[src/rtl/fetch_stage.sv]
// fetch_stage: RISC-V instruction fetch -- PC, imem valid/ready requests, instruction FIFO,
// redirect squash of in-flight responses. Optional retired-fetch counter under FETCH_PERF_COUNT_EN.
module fetch_stage #(
   parameter logic [31:0] RESET_PC = 32'h0000_0000,
   parameter int          DEPTH    = 2
) (
   input  logic        clock,
   input  logic        reset_n,
   output logic        imem_req_valid,
   output logic [31:0] imem_req_addr,
   input  logic        imem_req_ready,
   input  logic        imem_resp_valid,
   input  logic [31:0] imem_resp_data,
   input  logic        redirect_valid,
   input  logic [31:0] redirect_pc,
   output logic        if_valid,
   output logic [31:0] if_instr,
   output logic [31:0] if_pc,
   input  logic        if_ready,
   output logic [31:0] perf_fetch_count
);
   localparam int PW = $clog2(DEPTH);
   localparam int CW = $clog2(DEPTH + 1);
   // Each redirect adds at most DEPTH to drop; 8 bits covers long redirect bursts.
   localparam int DW = 8;

   typedef enum logic {RUN, FLUSH} state_t;
   state_t state_q, state_d;

   logic [31:0]   pc_q, resp_pc_q;
   logic [CW-1:0] out_q, out_upd, cnt_q;
   logic [DW-1:0] drop_q, drop_upd, drop_d;
   logic [PW-1:0] rd_q, wr_q;
   logic [31:0]   fifo_instr [DEPTH];
   logic [31:0]   fifo_pc    [DEPTH];
   logic [CW:0]   credit_used;
   logic          req_fire, resp_drop, resp_take, push, pop;
   logic          unused_bits;

   assign unused_bits = ^redirect_pc[1:0];

   function automatic logic [PW-1:0] ptr_inc(input logic [PW-1:0] p);
      return (p == PW'(DEPTH - 1)) ? '0 : p + 1'b1;
   endfunction

   assign credit_used    = {1'b0, cnt_q} + {1'b0, out_q};
   assign imem_req_valid = reset_n && !redirect_valid && (credit_used < (CW+1)'(DEPTH));
   assign imem_req_addr  = pc_q;
   assign req_fire       = imem_req_valid && imem_req_ready;

   assign resp_drop = imem_resp_valid && (drop_q != '0);
   assign resp_take = imem_resp_valid && (drop_q == '0) && (out_q != '0);
   assign push      = resp_take && !redirect_valid;

   assign if_valid = (cnt_q != '0);
   assign pop      = if_valid && if_ready;
   assign if_instr = if_valid ? fifo_instr[rd_q] : '0;
   assign if_pc    = if_valid ? fifo_pc[rd_q]    : '0;

   assign out_upd  = out_q + CW'(req_fire) - CW'(resp_take);
   assign drop_upd = drop_q - DW'(resp_drop);
   // Everything still in flight at a redirect becomes stale, on top of any earlier squash.
   assign drop_d   = redirect_valid ? drop_upd + DW'(out_upd) : drop_upd;

   always_comb begin
      state_d = state_q;
      case (state_q)
         RUN:     if (redirect_valid && drop_d != '0) state_d = FLUSH;
         FLUSH:   if (drop_d == '0) state_d = RUN;
         default: state_d = RUN;
      endcase
   end

   // Requests after a redirect are sequential from the target, and everything issued before
   // it is dropped, so the next surviving response's PC is tracked with a running address.
   always_ff @(posedge clock or negedge reset_n) begin
      if (!reset_n) begin
         state_q   <= RUN;
         pc_q      <= RESET_PC;
         resp_pc_q <= RESET_PC;
         out_q     <= '0;
         drop_q    <= '0;
      end else begin
         state_q <= state_d;
         drop_q  <= drop_d;
         if (redirect_valid) begin
            pc_q      <= {redirect_pc[31:2], 2'b00};
            resp_pc_q <= {redirect_pc[31:2], 2'b00};
            out_q     <= '0;
         end else begin
            out_q <= out_upd;
            if (req_fire)  pc_q      <= pc_q + 32'd4;
            if (resp_take) resp_pc_q <= resp_pc_q + 32'd4;
         end
      end
   end

   always_ff @(posedge clock or negedge reset_n) begin
      if (!reset_n) begin
         rd_q  <= '0;
         wr_q  <= '0;
         cnt_q <= '0;
      end else if (redirect_valid) begin
         rd_q  <= '0;
         wr_q  <= '0;
         cnt_q <= '0;
      end else begin
         if (push) wr_q <= ptr_inc(wr_q);
         if (pop)  rd_q <= ptr_inc(rd_q);
         cnt_q <= cnt_q + CW'(push) - CW'(pop);
      end
   end

   // Storage needs no reset: the head is masked by if_valid.
   always_ff @(posedge clock) begin
      if (push) begin
         fifo_instr[wr_q] <= imem_resp_data;
         fifo_pc[wr_q]    <= resp_pc_q;
      end
   end

`ifdef FETCH_PERF_COUNT_EN
   logic [31:0] perf_q;
   always_ff @(posedge clock or negedge reset_n) begin
      if (!reset_n)  perf_q <= '0;
      else if (pop)  perf_q <= perf_q + 32'd1;
   end
   assign perf_fetch_count = perf_q;
`else
   assign perf_fetch_count = '0;
`endif

endmodule

[config.mk]
export PLATFORM = sky130hd
export DESIGN_NAME = fetch_stage
export DESIGN_NICKNAME = d
export VERILOG_FILES = /design/src/rtl/fetch_stage.sv
export SDC_FILE = /design/constraint.sdc
export NUM_CORES = 1
export LEC_CHECK = 0
export CORE_MARGIN = 4
export CORE_UTILIZATION = 30
export DETAILED_ROUTE_END_ITERATION = 16
export GPL_TIMING_DRIVEN = 0
export PLACE_DENSITY_LB_ADDON = 0.12
export SLEW_MARGIN = 15
export SYNTH_ARGS = -nofsm -noshare
export SYNTH_HDL_FRONTEND = slang
export SYNTH_SLANG_ARGS = --single-unit
[constraint.sdc]
create_clock -name clock -period 9.7 [get_ports clock]
set_input_delay 0.97 -clock clock [delete_from_list [all_inputs] [get_ports clock]]
set_output_delay 0.97 -clock clock [all_outputs]
set_load 0.01 [all_outputs]
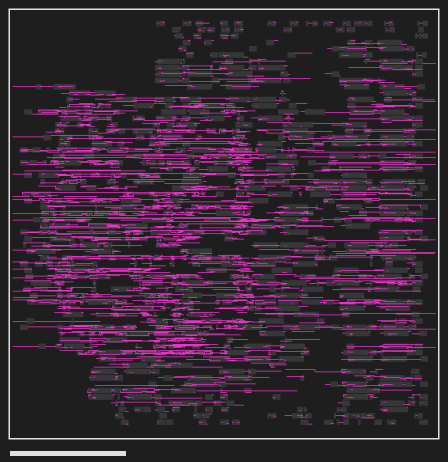
Fig. 1. M1 wires.
Bar = 50 um. Cells faint in the background.
nets with wire on the layer	934
wire length on this layer	11,400 um
DR vias: 6,374
GR Util met1: 19.82%

==> qor.txt <==
status -> finished clean
YS chip area -> 9286 um2
antenna-violating nets left -> 0
CLK BUF -> 17
slowest CP cell -> nor4b_1
most frequent cells in the layout -> 159 x clkdlybuf4s50_1, 124 x edfxtp_1, 83 x nor2_1, 74 x dfrtp_1, 65 x mux2i_1
worst hold margin -> 452.4 ps
clk cell area share -> 4.638%
Area leader share -> 40.10%
count of library flops with an enable pin -> 124
tap cells -> 396
Gate power share -> 17.9%
gr busiest metal -> met2
Post-synth mux share -> 8.583%
Die W -> 183.9 um
CP Max Fanout -> 52
OpenROAD warning count -> 28
vias in the first global route -> 6,230
worst-margin pin slew -> 1078 ps
nature of the critical path startpoint -> primary input
ys async rst share -> 37.37%
number of antenna diodes -> 0
Top cell excl fill/tap -> clkdlybuf4s50_1
Fin. Hold Viols -> 0
ys cells -> 752
ys flop type -> edfxtp_1
Post-CTS Hold Buffers -> 0
grt met2 use -> 24.19%
area grow syn2layout -> 31.60%
FMAX -> 0.1924 GHz
max-cap viol count -> 0
Req. time, crit path -> 10,060 ps
antenna violations before repair -> 2
Compound Share, Synth -> 4.743%
Fin Clk Skew -> 14.18 ps
clock group share of total power -> 33.4%
YS warnings -> 0
multi-input gates -> 502
FF-to-FF path depth -> 18
cell taking the most area after synthesis -> edfxtp_1
Cell Chain, Critical Path -> buf_4 > buf_16 > nor4b_1 > and2_0 > inv_1 > clkbuf_1 > ha_1 > inv_1 > ha_1 > xor2_1 > xnor2_1 > inv_1 > ha_1 > a21o_1 > nand3_1 > nor3_1 > mux2i_1 > xor2_1
Non-clk invs -> 19
GRT overflow -> 0
Registers, synthesis -> 198
Worst VDD drop -> 0.0001053 V
Reg clk slew, reported paths -> 80 ps
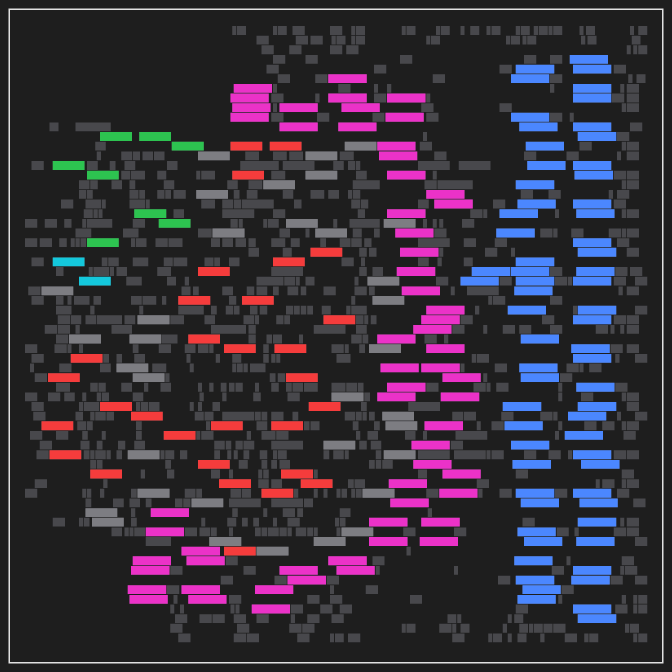
Fig. 2. Register map, names as in the netlist.
color	netlist name	placed flops
cyan	out_q	2
red	imem_req_addr	30
green	drop_q	8
blue	fifo_instr	64
magenta	fifo_pc	60
Seq/total area: 45.62%
seq pwr: 1.01 mW

-- layer usage --
layer / vias to the layer above / share of wire [%]
li1: 3074 / -
met1: 3089 / 45
met2: 186 / 48
met3: 23 / 5.3
met4: 2 / 1.6
met5: - / 0.028
-- sequential cells by signal, summed over array words and instances, names as in the netlist --
| signal | cells |
|---|---|
| cnt_q | 2 |
| drop_q | 8 |
| fifo_instr | 64 |
| fifo_pc | 60 |
| imem_req_addr | 30 |
| out_q | 2 |
| rd_q | 1 |
| resp_pc_q | 30 |
| wr_q | 1 |
-- metrics by stage --
stage               power [mW]  std cells  cell area (um2)
floorplan                1.214        787             9418
global placement         1.395       1343            11510
detailed placement       1.399       1348            11650
CTS                      2.094       1379            12210
global route             2.174       1379            12220
finish                   2.069       1379            12220
-- Yosys cell counts (all sizes together), types with 4 or more instances --
master / count
clkbuf: 25
nor3b: 4
o21ai: 28
a21boi: 4
and2: 6
nand3: 36
xnor2: 37
o211ai: 11
mux2i: 65
and4: 9
nand2b: 4
nand2: 39
o311ai: 4
xor2: 18
edfxtp: 124
nor4: 14
buf: 43
dfrtp: 74
nor3: 11
mux2: 13
inv: 19
or4: 5
ha: 10
nor2: 84
a21oi: 10
and3: 13
nand4: 9
-- worst register-to-register path: stages (launching register included) --
cell and delay (ps):
dfrtp_1 400, and2_1 180, fa_1 460, nor4b_1 600, and2_0 380, inv_1 190, clkbuf_1 300, ha_1 360
inv_1 40, ha_1 170, xor2_1 150, xnor2_1 330, inv_1 80, ha_1 280, a21o_1 100, nand3_1 110
nor3_1 410, mux2i_1 270, xor2_1 160
Power figures rest on the tool's default switching activity, not on a simulated workload.
